**src/rtl/booth_seq_ctrl.sv**
```systemverilog
// Sequential radix-4 Booth multiplier controller: one shared partial-product slice, one digit per clock.
// Optional BOOTH_SEQ_ZERO_SKIP_EN ends CALC early once every remaining digit is zero.
module booth_seq_ctrl #(
    parameter int WIDTH = 8
) (
    input  logic                 clk,
    input  logic                 rst,
    input  logic                 in_valid,
    output logic                 in_ready,
    input  logic [WIDTH-1:0]     a,
    input  logic [WIDTH-1:0]     b,
    output logic                 out_valid,
    input  logic                 out_ready,
    output logic [2*WIDTH-1:0]   p,
    output logic                 busy
);

    localparam int CNT_W = $clog2(WIDTH/2) + 1;
    localparam int PW    = 2 * WIDTH;
    localparam logic [CNT_W-1:0] LAST = CNT_W'(WIDTH/2 - 1);

    typedef enum logic [1:0] {
        IDLE,
        CALC,
        DONE
    } state_t;

    state_t           state;
    state_t           nextState;
    logic [WIDTH-1:0] mcand;
    logic [WIDTH:0]   recoder;
    logic [PW-1:0]    acc;
    logic [CNT_W-1:0] cnt;
    logic [PW-1:0]    mcandExt;
    logic [PW-1:0]    ppDigit;
    logic [PW-1:0]    ppShifted;
    logic [PW-1:0]    accSum;
    logic             lastDigit;
    logic             skip;

    assign mcandExt = {{WIDTH{mcand[WIDTH-1]}}, mcand};

    // Booth digit from the low three recoder bits, applied to the sign-extended multiplicand
    always_comb begin
        ppDigit = '0;
        case (recoder[2:0])
            3'b001, 3'b010: ppDigit = mcandExt;
            3'b011:         ppDigit = mcandExt << 1;
            3'b100:         ppDigit = -(mcandExt << 1);
            3'b101, 3'b110: ppDigit = -mcandExt;
            default:        ppDigit = '0;
        endcase
    end

    assign ppShifted = ppDigit << {cnt, 1'b0};
    assign accSum    = acc + ppShifted;
    assign lastDigit = (cnt == LAST);

`ifdef BOOTH_SEQ_ZERO_SKIP_EN
    // All-zero or all-one recoder bits mean every remaining digit decodes to zero
    assign skip = (recoder == '0) || (recoder == '1) || (mcand == '0);
`else
    assign skip = 1'b0;
`endif

    always_ff @(posedge clk or posedge rst) begin
        if (rst) begin
            state <= IDLE;
        end else begin
            state <= nextState;
        end
    end

    always_comb begin
        nextState = state;
        case (state)
            IDLE: if (in_valid)               nextState = CALC;
            CALC: if (skip || lastDigit)      nextState = DONE;
            DONE: if (out_ready)              nextState = IDLE;
            default:                          nextState = IDLE;
        endcase
    end

    always_comb begin
        in_ready  = (state == IDLE);
        out_valid = (state == DONE);
        busy      = (state == CALC) || (state == DONE);
    end

    // Operand capture, digit stepping and product hand-off; p only moves when CALC finishes
    always_ff @(posedge clk or posedge rst) begin
        if (rst) begin
            mcand   <= '0;
            recoder <= '0;
            acc     <= '0;
            cnt     <= '0;
            p       <= '0;
        end else begin
            case (state)
                IDLE: begin
                    if (in_valid) begin
                        mcand   <= a;
                        recoder <= {b, 1'b0};
                        acc     <= '0;
                        cnt     <= '0;
                    end
                end
                CALC: begin
                    if (skip) begin
                        p <= acc;
                    end else begin
                        acc     <= accSum;
                        recoder <= {{2{recoder[WIDTH]}}, recoder[WIDTH:2]};
                        cnt     <= cnt + 1'b1;
                        if (lastDigit) begin
                            p <= accSum;
                        end
                    end
                end
                default: ;
            endcase
        end
    end

endmodule

```
**config.mk**
```make
export PLATFORM = sky130hd
export DESIGN_NAME = booth_seq_ctrl
export DESIGN_NICKNAME = d
export VERILOG_FILES = /design/src/rtl/booth_seq_ctrl.sv
export SDC_FILE = /design/constraint.sdc
export NUM_CORES = 1
export LEC_CHECK = 0
export CAP_MARGIN = 40
export CORE_MARGIN = 2
export CORE_UTILIZATION = 25
export CTS_CLUSTER_DIAMETER = 60
export CTS_CLUSTER_SIZE = 14
export DETAILED_ROUTE_END_ITERATION = 10
export SYNTH_ARGS = -nofsm -noshare
export SYNTH_HDL_FRONTEND = slang
export SYNTH_SLANG_ARGS = --single-unit
```
**constraint.sdc**
```tcl
create_clock -name clk -period 5.9 [get_ports clk]
set_input_delay 1.77 -clock clk [delete_from_list [all_inputs] [get_ports clk]]
set_output_delay 1.77 -clock clk [all_outputs]
set_load 0.005 [all_outputs]
```
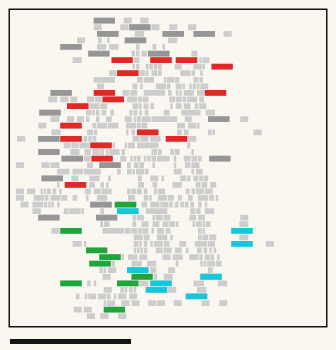
Fig. 1. Sequential cells colored by netlist name.
Bar = 50 um. Other sequential cells in the stronger gray, the rest of the logic in the fainter gray.
`recoder` -> green  # sequential cells 9
`mcand` -> cyan  # sequential cells 8, where bottom center
`acc` -> red  # sequential cells 16
not colored = 21
sequential share of cell area: 28.4%
area used by sequential logic in the layout: 0.00135 mm^2

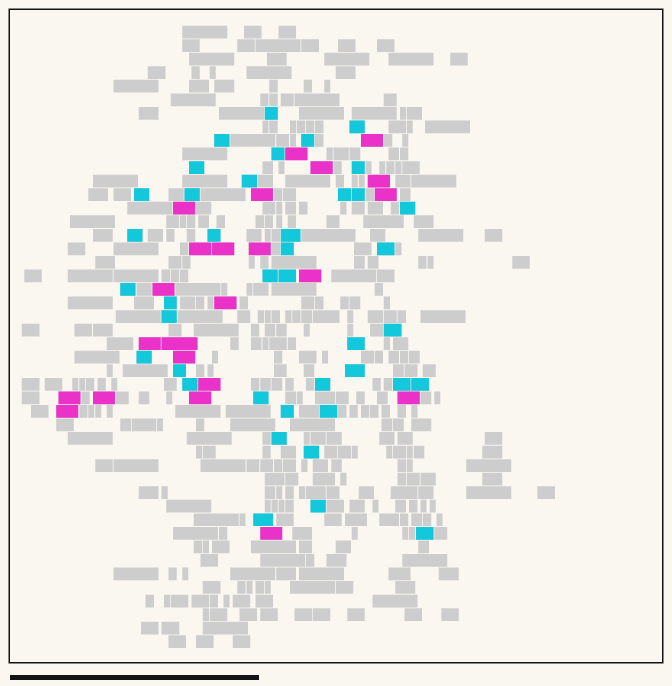
Fig. 2. Gate families picked out.
Bar = 50 um.
AND-OR and OR-AND gates -> cyan  # cells 40
adder and majority cells -> magenta  # cells 23
Cell Count, Final, Fillers Out: 681
logic share of the area: 52.1%
Top cell excl fill/tap: sky130_fd_sc_hd__dfrtp_1

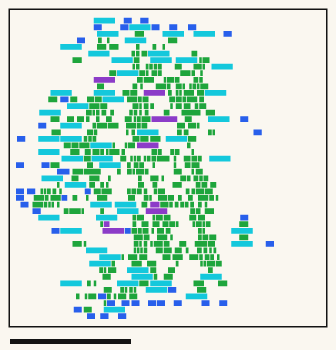
Fig. 3. Cells colored by class.
Bar = 50 um.
flip-flops -> cyan  # cells 54, share of their area 30%
all other logic -> green  # cells 361, share of their area 57%
clock drivers and dummy loads -> purple  # cells 8, share of their area 3.9%
other buffers and delay cells -> blue  # cells 42, share of their area 9.3%
floorplan row count: 46
share of the core filled with cells: 30.1%
final std cell area, no fill: 0.00476 mm^2
placeable core area: 0.0158 mm^2

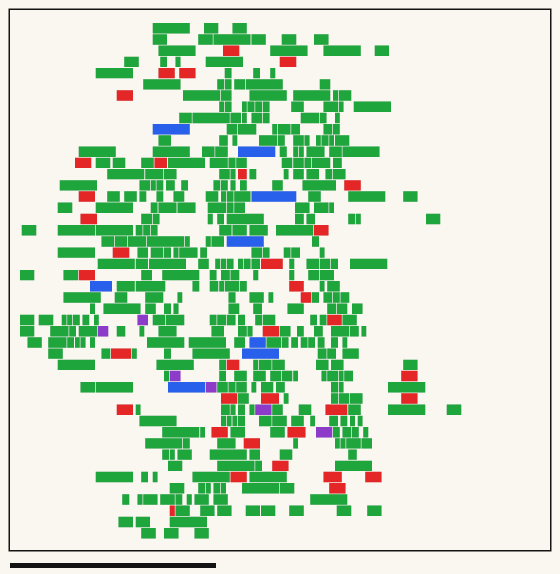
Fig. 4. Cells by drive strength.
Bar = 50 um.
drive 2 -> red  # cells 36, share 7.7%
drive 6 and up -> blue  # cells 8, share 1.7%
drive 1 or less -> green  # cells 415, share 89%
drive 3 to 4 -> purple  # cells 6, share 1.3%
layout overhead on the synthesized area: 18.3%
Buffers, non-clock: 42
final worst-path setup slack: 1.05 ns

[Yosys cell counts, drive strengths merged (4+ instances only)]
| cell type | n |
|---|---|
| dfrtp | 54 |
| nand2 | 44 |
| o21ai | 33 |
| a21oi | 29 |
| ha | 22 |
| mux2 | 22 |
| inv | 18 |
| nor2 | 18 |
| a22o | 15 |
| mux2i | 15 |
| clkbuf | 14 |
| nor3 | 14 |
| buf | 12 |
| xnor2 | 12 |
| a21o | 11 |
| nand3 | 10 |
| a31oi | 8 |
| o31ai | 8 |
| a211oi | 7 |
| and2 | 5 |
| xor2 | 5 |
| and3 | 4 |
| nand2b | 4 |
| nor3b | 4 |
| o22ai | 4 |
[layer usage]
layer	wire length [um]	share of wire [%]
met5	0	0
met4	174	1.7
met3	283	2.7
met2	5120	49
met1	4910	47
[registers in the layout, indices dropped and copies added (netlist names)]
name	cells
acc	16
mcand	8
state	2
p	16
cnt	3
recoder	9
[stage by stage]
stage          hold WS (ns)  instance area (um^2)  setup slack (ns)
3_3_place_gp          0.462                  4580              1.15
6_report              0.488                  4760              1.05
5_1_grt               0.518                  4760             0.548
3_5_place_dp          0.475                  4590              1.10
2_1_floorplan         0.450                  4030              1.54
4_1_cts               0.491                  4760              1.08
[cell families (layout without fill, tap and decap cells)]
family / count (synthesis) / after routing / synth area share [%]
compound gates: 148 / 148 / 25.4
xor+xnor: 18 / 18 / 4.26
fa+ha+maj: 23 / 23 / 7.33
buf+inv: 45 / 68 / 4.85
flops: 54 / 54 / 33.6
mux: 37 / 37 / 9.88
simple gates: 117 / 117 / 14.7
[area by class of cell]
type	instances	area share [%]
Clock inverter	3	1.02
Multi-Input combinational cell	343	52.1
Tap cell	216	5.67
Inverter	18	1.42
Clock buffer	5	2.63
Timing Repair Buffer	42	8.77
Sequential cell	54	28.4
[final timing paths]
kind | endpoint | slack [ns]
worst max-delay path | acc[15]$_DFFE_PP0P_ | 1.05
worst min-delay path | p[2]$_DFFE_PP0P_ | 0.49
worst max register to register | acc[15]$_DFFE_PP0P_ | 1.05
worst min register to register | p[2]$_DFFE_PP0P_ | 0.49
max in group asynchronous | p[10]$_DFFE_PP0P_ | 3.33
min in group asynchronous | recoder[4]$_DFFE_PP0P_ | 1.71
==> notes.org <==
#+TITLE: Physical design notes

** Outcome
- The flow ran to the end, and the final reports show no timing, DRC or antenna violations.

** Die
- Y dimension of the die :: 131 um
- 39 I/O pins were placed.
- Fp_density :: 25.4%
- Total die size :: 0.0171 mm^2
- X dimension of the die :: 131 um

** CTS
- The cell sitting at the root of the clock tree is a sky130_fd_sc_hd__clkbuf_16.
- Htree depth :: 2
- Buffer levels on the longest clock path :: 2
- Post-cts resize count :: 0
- Clock transition at the registers of the reported paths :: 0.08 ns
- Source-to-sink clock delay at the later pin of the worst-skew pair :: 0.30 ns
- CTS Buf Count :: 5
- The clock net in this run drives a total of 54 sinks.
- Once the clock tree was built, the setup fixing pass inserted 0 buffers.

** Yosys
- The synthesized netlist contains 67 unique library cells.
- Synthesis warning total :: 0
- Fraction of synthesis flops using an asynchronous set or reset pin :: 100%
- A synthesized cell averages 9.11 um^2.
- Cell area after technology mapping :: 0.00403 mm^2
- Library cell occupying the most area in the post-synthesis netlist :: sky130_fd_sc_hd__dfrtp_1
- Synthesis inferred 54 register bits.
- The area recorded from the Yosys report for this design is 0.00403 mm^2.
- Count of flip-flops with a built-in enable after synthesis :: 0
- Fraction of synthesized cell area taken by the top area cell type :: 33.6%
- Portion of the post-synthesis area used by sequential elements :: 33.6%

** Route
- Number of iterations in the first detailed-routing pass :: 5
- Overall routed net length :: 10500 um
- The script logs the mean routed wire length per placed instance as 15.4 um.
- In this run the remaining antenna-violating nets after routing total 0.
- Via Count :: 3410

** Placed design
- Counting tap cells, the placed design contains a total of 673 instances.
- For this run the detailed placement stage logged an HPWL of 7720 um.
- After its last routability iteration, the placer logged a weighted congestion of 0.856.

** Finish
- The finished design was reported to have a net count of 507.
- Fraction of final layout cells sized beyond drive strength 1 :: 10.8%
- For this run, the script counts the antenna cells in the layout as 0.
- In the layout the commonest cells are 54 x sky130_fd_sc_hd__dfrtp_1, 44 x sky130_fd_sc_hd__nand2_1, 38 x sky130_fd_sc_hd__clkdlybuf4s50_1.
- The final layout report lists a filler cell count of 1656.
- Summing all multi-input logic gate instances after layout gives 0.00248 mm^2.

** Final timing
- Setup tns final :: 0 ns
- Setup repair after global routing missed its margin :: false
- Fmax :: 0.206 GHz
- The final timing report counts setup violations totalling 0.
- On the final layout, the worst clock skew is 0.00481 ns.
- For the pin with the worst max-slew slack, the measured transition is 0.861 ns.
- Per the slew report, the remaining headroom to the max-slew limit stands at 41.4%.
- Final Hold Vio Count :: 0
- Share of the clock period used by the worst path after layout :: 82.2%

** Min path
- The launch point of the worst min-delay path is recorded as p[2]$_DFFE_PP0P_.
- Count of cells along the worst hold path :: 2

** Setup path
- The critical path endpoint has a required time of 6.09 ns.
- Worst setup path class :: flop to flop
- Per STA, the library cell used most along the worst path is sky130_fd_sc_hd__ha_1.
- STA lists the maximum fanout along the critical path as 8.
- For the worst reg-to-reg path, the startpoint reported by OpenROAD is mcand[0]$_DFFE_PP0P_.
- Critical path depth in cells :: 17
- Path depth of the worst reg2reg path :: 17
- Crit end category :: flop
- Setup crit start kind :: flop
- Largest incremental delay on the critical path :: 0.54 ns
- Critical Path AT :: 5.04 ns
- Worst-path cell chain :: inv_1, ha_1, or3b_1, o31ai_2, a21boi_0, o32ai_1, mux2_2, mux2i_1, o22ai_1, ha_1, nand2_1, nor3_1, a21oi_1, o31ai_1, nand4_1, and4b_1, a221o_1
- Largest delay contributor family on the critical path :: AND-OR/OR-AND gates
- CP max-delay cell :: sky130_fd_sc_hd__o31ai_1
- Worst path bufs/invs :: 1

** Global route
- Global-route track usage on met3 :: 1.63%
- The first global-routing pass estimated 17500 um of wire.
- The initial antenna violation count came to 0.
- Global routing usage on met2 :: 22.1%
- The via count of the first global-routing pass came to 3465.
- Met1 track utilization from global routing :: 16.7%
- Entering global routing, the biggest net connects 45 pins.
- The layer flagged by global routing as most heavily used is met2.

** Flow run
- Count of max-cap constraint violations :: 0
